===== config.mk =====
export PLATFORM = sky130hd
export DESIGN_NAME = periph_rx_scheduler
export DESIGN_NICKNAME = d
export VERILOG_FILES = /design/src/rtl/periph_rx_scheduler_pkg.sv /design/src/rtl/rr_priority_picker.sv /design/src/rtl/periph_rx_scheduler.sv
export SDC_FILE = /design/constraint.sdc
export NUM_CORES = 1
export LEC_CHECK = 0
export ABC_CLOCK_PERIOD_IN_PS = 3100
export CAP_MARGIN = 10
export CORE_MARGIN = 1.5
export CORE_UTILIZATION = 50
export CTS_CLUSTER_DIAMETER = 100
export DETAILED_ROUTE_END_ITERATION = 10
export PLACE_DENSITY = 0.84
export SYNTH_ARGS = -nofsm -noshare
export SYNTH_HDL_FRONTEND = slang
export SYNTH_SLANG_ARGS = --single-unit

===== constraint.sdc =====
create_clock -name clk -period 3.1 [get_ports clk]
set_clock_uncertainty 0.2 [all_clocks]
set_input_delay 0.31 -clock clk [delete_from_list [all_inputs] [get_ports clk]]
set_output_delay 0.31 -clock clk [all_outputs]
set_load 0.05 [all_outputs]

===== src/rtl/periph_rx_scheduler_pkg.sv =====
// Shared types and constants for the peripheral RX scheduler.
package periph_rx_scheduler_pkg;

    localparam int unsigned num_peripherals = 8;
    localparam int unsigned sched_burst_max = 16;
    localparam int unsigned burst_cnt_w     = 8;

    typedef enum logic [1:0] {IDLE, GRANT, RELEASE} sched_state_t;

endpackage


===== src/rtl/rr_priority_picker.sv =====
// Round-robin picker: first set request strictly after ptr, ascending with wrap.
module rr_priority_picker #(
    parameter int unsigned N = 8,
    parameter int unsigned W = $clog2(N)
) (
    input  logic [N-1:0] req_i,
    input  logic [W-1:0] ptr_i,
    output logic         found_o,
    output logic [W-1:0] idx_o
);

    logic [2*N-1:0] dbl;

    // Lowest set bit of the doubled vector inside the window (ptr, ptr+N].
    always_comb begin
        dbl     = {req_i, req_i};
        found_o = 1'b0;
        idx_o   = '0;
        for (int i = 2 * N - 1; i >= 0; i--) begin
            if (dbl[i] && (i > int'(ptr_i)) && (i <= int'(ptr_i) + int'(N))) begin
                found_o = 1'b1;
                idx_o   = W'(i);
            end
        end
    end

endmodule


===== src/rtl/periph_rx_scheduler.sv =====
// Burst-aware round-robin scheduler sharing the upstream FIFO write port
// among peripheral RX FIFOs; urgent (almost-full) peripherals win arbitration.
module periph_rx_scheduler
    import periph_rx_scheduler_pkg::*;
#(
    parameter int unsigned NUM_PERIPHS = num_peripherals,
    parameter int unsigned BURST_MAX   = sched_burst_max,
    parameter int unsigned GRANT_W     = $clog2(NUM_PERIPHS)
) (
    input  logic                   clk,
    input  logic                   rst_l,
    input  logic                   en,
    input  logic [NUM_PERIPHS-1:0] rx_empty,
    input  logic [NUM_PERIPHS-1:0] rx_almost_full,
    input  logic                   out_full,
    output logic [GRANT_W-1:0]     grant,
    output logic                   grant_valid,
    output logic [NUM_PERIPHS-1:0] rx_rden,
    output logic [7:0]             burst_cnt,
    output logic                   idle
);

    localparam logic [burst_cnt_w-1:0] burst_max_v  = burst_cnt_w'(BURST_MAX);
    localparam logic [burst_cnt_w-1:0] burst_last_v = burst_cnt_w'(BURST_MAX - 1);

    sched_state_t             state_q, state_d;
    logic [GRANT_W-1:0]       grant_q, grant_d;
    logic [GRANT_W-1:0]       rr_ptr_q, rr_ptr_d;
    logic                     grant_valid_q, grant_valid_d;
    logic [burst_cnt_w-1:0]   burst_cnt_q, burst_cnt_d;

    logic [NUM_PERIPHS-1:0]   req, urg, others_urg;
    logic                     urg_found, all_found;
    logic [GRANT_W-1:0]       urg_idx, all_idx;
    logic                     strobe;

    assign req = ~rx_empty;
    assign urg = req & rx_almost_full;

    rr_priority_picker #(.N(NUM_PERIPHS), .W(GRANT_W)) u_pick_urg (
        .req_i   (urg),
        .ptr_i   (rr_ptr_q),
        .found_o (urg_found),
        .idx_o   (urg_idx)
    );

    rr_priority_picker #(.N(NUM_PERIPHS), .W(GRANT_W)) u_pick_all (
        .req_i   (req),
        .ptr_i   (rr_ptr_q),
        .found_o (all_found),
        .idx_o   (all_idx)
    );

    // Next-state, counter and pointer update.
    always_comb begin
        state_d       = state_q;
        grant_d       = grant_q;
        grant_valid_d = grant_valid_q;
        burst_cnt_d   = burst_cnt_q;
        rr_ptr_d      = rr_ptr_q;
        strobe        = 1'b0;
        others_urg    = urg & ~(NUM_PERIPHS'(1) << grant_q);

        case (state_q)
            IDLE: begin
                if (en && all_found) begin
                    grant_d       = urg_found ? urg_idx : all_idx;
                    grant_valid_d = 1'b1;
                    state_d       = GRANT;
                end
            end
            GRANT: begin
                strobe = req[grant_q] & ~out_full;
                if (strobe && (burst_cnt_q < burst_max_v)) begin
                    burst_cnt_d = burst_cnt_q + burst_cnt_w'(1);
                end
                // out_full alone holds the grant; everything else below ends the burst.
                if ((strobe && (burst_cnt_q == burst_last_v)) ||
                    !req[grant_q] || !en ||
                    (!urg[grant_q] && (|others_urg) && (burst_cnt_q != '0))) begin
                    state_d       = RELEASE;
                    grant_valid_d = 1'b0;
                end
            end
            RELEASE: begin
                rr_ptr_d    = grant_q;
                burst_cnt_d = '0;
                state_d     = IDLE;
            end
            default: state_d = IDLE;
        endcase
    end

    always_ff @(posedge clk or negedge rst_l) begin
        if (!rst_l) begin
            state_q       <= IDLE;
            grant_q       <= '0;
            grant_valid_q <= 1'b0;
            burst_cnt_q   <= '0;
            rr_ptr_q      <= GRANT_W'(NUM_PERIPHS - 1);
        end else begin
            state_q       <= state_d;
            grant_q       <= grant_d;
            grant_valid_q <= grant_valid_d;
            burst_cnt_q   <= burst_cnt_d;
            rr_ptr_q      <= rr_ptr_d;
        end
    end

    assign grant       = grant_q;
    assign grant_valid = grant_valid_q;
    assign burst_cnt   = burst_cnt_q;
    assign rx_rden     = strobe ? (NUM_PERIPHS'(1) << grant_q) : '0;
    assign idle        = (state_q == IDLE) && !(|req);

endmodule


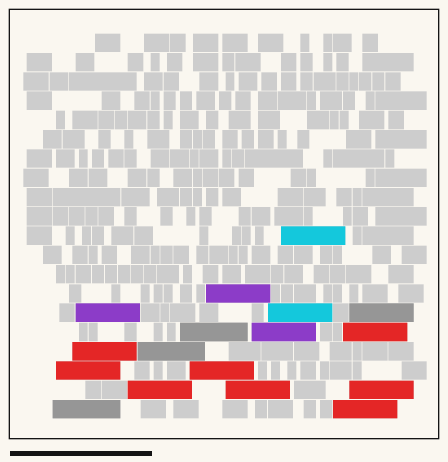
run_1/flops_by_reg.png
The bar under the picture is 20 um long. Other sequential cells in the stronger gray, the rest of the logic in the fainter gray.
[purple] grant | sequential cells: 3
[cyan] state_q | sequential cells: 2
[red] burst_cnt | sequential cells: 8

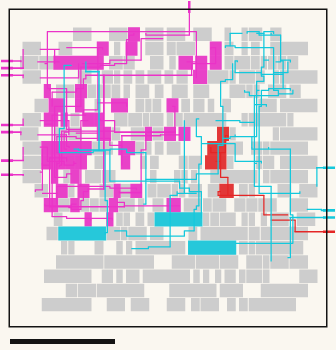
run_1/io_fan.png
The bar under the picture is 20 um long.
[cyan] grant | bits: 3 | direction: output | end cells: 3 | wire: 505 um
[red] out_full | bits: 1 | direction: input | end cells: 4 | wire: 48.6 um
[magenta] rx_empty | bits: 8 | direction: input | end cells: 43 | wire: 562 um

==> impl_metrics.tcl, run 1 <==
# collected from the flow reports
set metrics [dict create \
    clk_pin_slew_ns 0.11 \
    cts_hold_repair.buffers 0 \
    cp_slowest_cell "mux4_1" \
    cts_sinks 17 \
    comb_area_frac 0.5150 \
    ys_sh_xor 0.01063 \
    yosys.area.top_type_share 0.2126 \
    ys_cells 227 \
    maxSlewHeadroom 0.5128 \
    cp.depth 6 \
    r2r_cells 6 \
    common_cells "nand2_1, nor2_1, o21ai_0" \
    ys_sh_simple 0.3584 \
    clkbuf_count 3 \
    stdcell_count 314 \
    crit_end "rx_rden[4]" \
    r2r-end "grant[0]" \
    sh_seq_area 0.1908 \
    pre_cts_slack_ns 0.1972 \
    die_y_um 60.41 \
    flop-count 17 \
    port_buffers 40 \
    synthArstFlopShare 1.000 \
    routed.top_layer "met4" \
    drive_gt1_frac 0.1296 \
    drc 0 \
    power.density_mw_per_mm2 653.3 \
    ys_ff 17 \
    top_power_group "combinational cells" \
    ios 41 \
    std_cell_rows 20 \
    fp-utilization 0.5310 \
    criticalPathCategory "flip-flop to primary output" \
    fin_area_sq_mm 0.002250 \
    yosys.area_share.aoi 0.2491 \
    mux_share 0.05923 \
    crit_path_end_kind "primary output" \
    fa_ha_area_frac 0.01519 \
    synth-main-ff-cell "dfrtp_1" \
    status "completed" \
    routedWlPerCell_um 15.27 \
    ant_nets 0 \
    fin_ws_ns 0.2143 \
    diodes 0 \
    clk_latency_ns 0.30 \
    rrSetupSlack_ns 0.52 \
    met1_length_um 2146 \
]
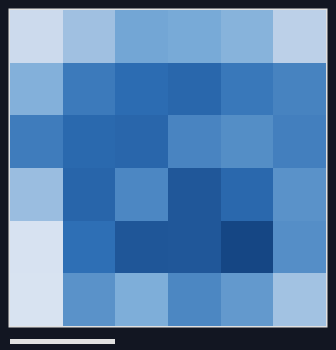
run_1/cell_density.png
The bar under the picture is 20 um long. The die is cut into 6 by 6 equal tiles; white is low, dark blue is high, 0 to 100% covered.
mean over tiles: 60%
fullest tile: 91%
tiles over 75% full: 28%

==> run 1: cell usage in the layout, fill, tap and decap left out, types with 3 or more instances in the layout <==
cell type	synthesis	layout
clkdlybuf4s50_1	0	31
a21oi_1	10	10
buf_12	0	8
dfstp_2	3	3
dfrtp_1	14	14
a221oi_1	4	4
nor2b_1	7	7
and2_1	3	3
buf_4	0	11
nand2b_1	14	14
a31oi_1	5	5
nor3b_1	3	3
o21ai_0	21	21
clkbuf_4	0	3
nand2_1	31	31
nor3_2	0	3
inv_1	7	7
nor3_1	6	3
nor2_1	29	28
nand3_1	13	13
o211ai_1	4	4
==> run 1: routing by layer <==
layer,track usage,up-vias
met2,0.4503,102
met3,0.03198,11
met5,0,-
met4,0.08254,0
met1,0.4137,894
li1,-,918
--- run 2 (diff from run 1) ---
--- a/config.mk
+++ b/config.mk
@@ -11,7 +11,7 @@
 export CORE_UTILIZATION = 50
 export CTS_CLUSTER_DIAMETER = 100
 export DETAILED_ROUTE_END_ITERATION = 10
-export PLACE_DENSITY = 0.84
+export PLACE_DENSITY_LB_ADDON = 0.25
 export SYNTH_ARGS = -nofsm -noshare
 export SYNTH_HDL_FRONTEND = slang
 export SYNTH_SLANG_ARGS = --single-unit
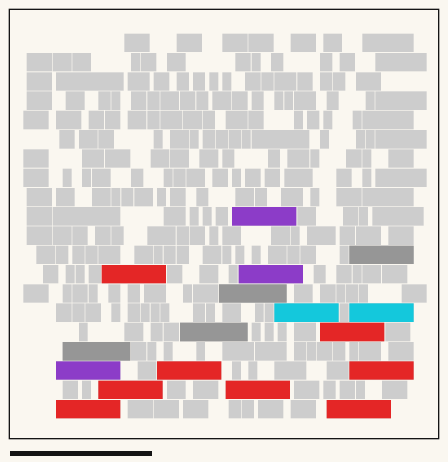
run_2/flops_by_reg.png
The bar under the picture is 20 um long. Other sequential cells in the stronger gray, the rest of the logic in the fainter gray.
[cyan] state_q | sequential cells: 2
[red] burst_cnt | sequential cells: 8
[purple] grant | sequential cells: 3
not colored: 4

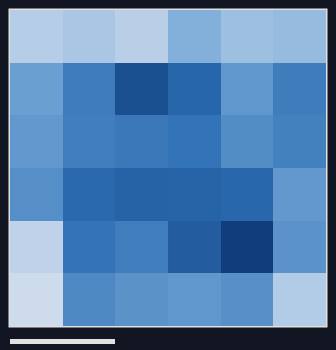
run_2/cell_density.png
The bar under the picture is 20 um long. The die is cut into 6 by 6 equal tiles; white is low, dark blue is high, 0 to 100% covered.
tiles over 75% full: 22%
mean over tiles: 60%
densest ninth of the die: middle
fullest tile: 94%

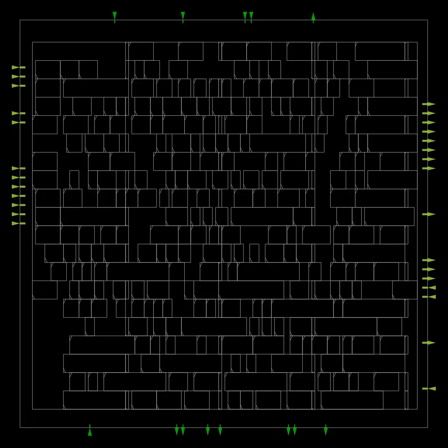
run_2/placement.png
fraction of area in registers: 0.1902
Core Region: 0.003103 sq mm
Final Util: 0.7270

==> impl_metrics.tcl, run 2 <==
# collected from the flow reports
set metrics [dict create \
    drv_slew 0 \
    maxSlewHeadroom 0.5031 \
    fin_area_sq_mm 0.002256 \
    mux_share 0.05923 \
    pwr-share-clk 0.080 \
    met1_length_um 1987 \
    fp.dieW_um 60.41 \
    synthArstFlopShare 1.000 \
    common_cells "nand2_1, nor2_1, o21ai_0" \
    diodes 0 \
    fp-utilization 0.5310 \
    fin_ws_ns 0.1821 \
    grt_max_degree 18 \
    stdcell_count 315 \
    port_buffers 40 \
    powerSeq_mw 0.424 \
    synth-main-ff-cell "dfrtp_1" \
    ys_ff 17 \
    clk_latency_ns 0.29 \
    totalWireLength_um 4671 \
    clk_pin_slew_ns 0.10 \
    criticalPathCategory "flip-flop to primary output" \
    top_power_group "combinational cells" \
    route.met3.wl_um 385 \
    lay_top_cells "nand2_1, clkdlybuf4s50_1, nor2_1" \
    std_cell_rows 20 \
    synth_nets 249 \
    worstPathArrival_ns 2.41 \
    syn-cell-area_sq_mm 0.001648 \
    grt_busiest_layer "met2" \
    status "completed" \
    tns_ns 0 \
    ant_nets 0 \
    drive_gt1_frac 0.1292 \
    p_comb_frac 0.632 \
    cts_hold_repair.buffers 0 \
    avgSynthCellArea_sq_um 7.259 \
    largest_reg_flops 8 \
    cts_sinks 17 \
    synthCells 227 \
    placed_area_sq_mm 0.002225 \
    power.density_mw_per_mm2 651.4 \
    yosys.area.top_type_share 0.2126 \
    routedWlPerCell_um 14.83 \
    grt.overflow.total 0 \
    crit_path_end_kind "primary output" \
    yosys.area_share.aoi 0.2491 \
    edf_count 0 \
    dp_cells 311 \
    rsz0062_at_grt "no" \
    ys_sh_xor 0.01063 \
    ys_sh_simple 0.3584 \
    drc 0 \
    cts_setup_buffers 0 \
    ios 41 \
    use_met1 0.3770 \
    routed.top_layer "met4" \
    antenna_found_initial 0 \
    ys_cells 227 \
    grt.met2_usage 0.4720 \
    use_met3 0.04051 \
    path_max_fanout 4 \
    fa_ha_area_frac 0.01519 \
    yosysTopAreaCell "dfrtp_1" \
    clockBufferDepth 2 \
    grt_pass1_vias 1681 \
    die_y_um 60.41 \
    pre_cts_slack_ns 0.1361 \
    cp_slowest_cell "mux4_1" \
    drt_iter0_drc 161 \
]
## run 2: cell counts after synthesis
Identical to the previous run, type by type.
## run 2: worst paths after layout
path / from / cells past startpoint / slack (ns) / to
setup reg to reg: rr_ptr_q[2] / 6 / 0.58 / grant[0]
min in group clk: burst_cnt[6] / 1 / 0.33 / burst_cnt[6]
hold reg to reg: burst_cnt[6] / 1 / 0.33 / burst_cnt[6]
max in group asynchronous: rst_l / 1 / 1.98 / grant[0]
setup / recovery: grant[0] / 6 / 0.18 / rx_rden[2]
hold / removal: rst_l / 1 / 0.25 / burst_cnt[3]
## run 2: final cells by class
type,count,area [sq um],area share
multi-input combinational,192,1159,0.5136
timing repair buffer,51,560.5,0.2485
sequential,17,429.2,0.1902
tap,44,55.05,0.02440
clock buffer,4,26.28,0.01165
inverter,7,26.28,0.01165
No activity file was given, so power comes from the tool's default toggle rates.
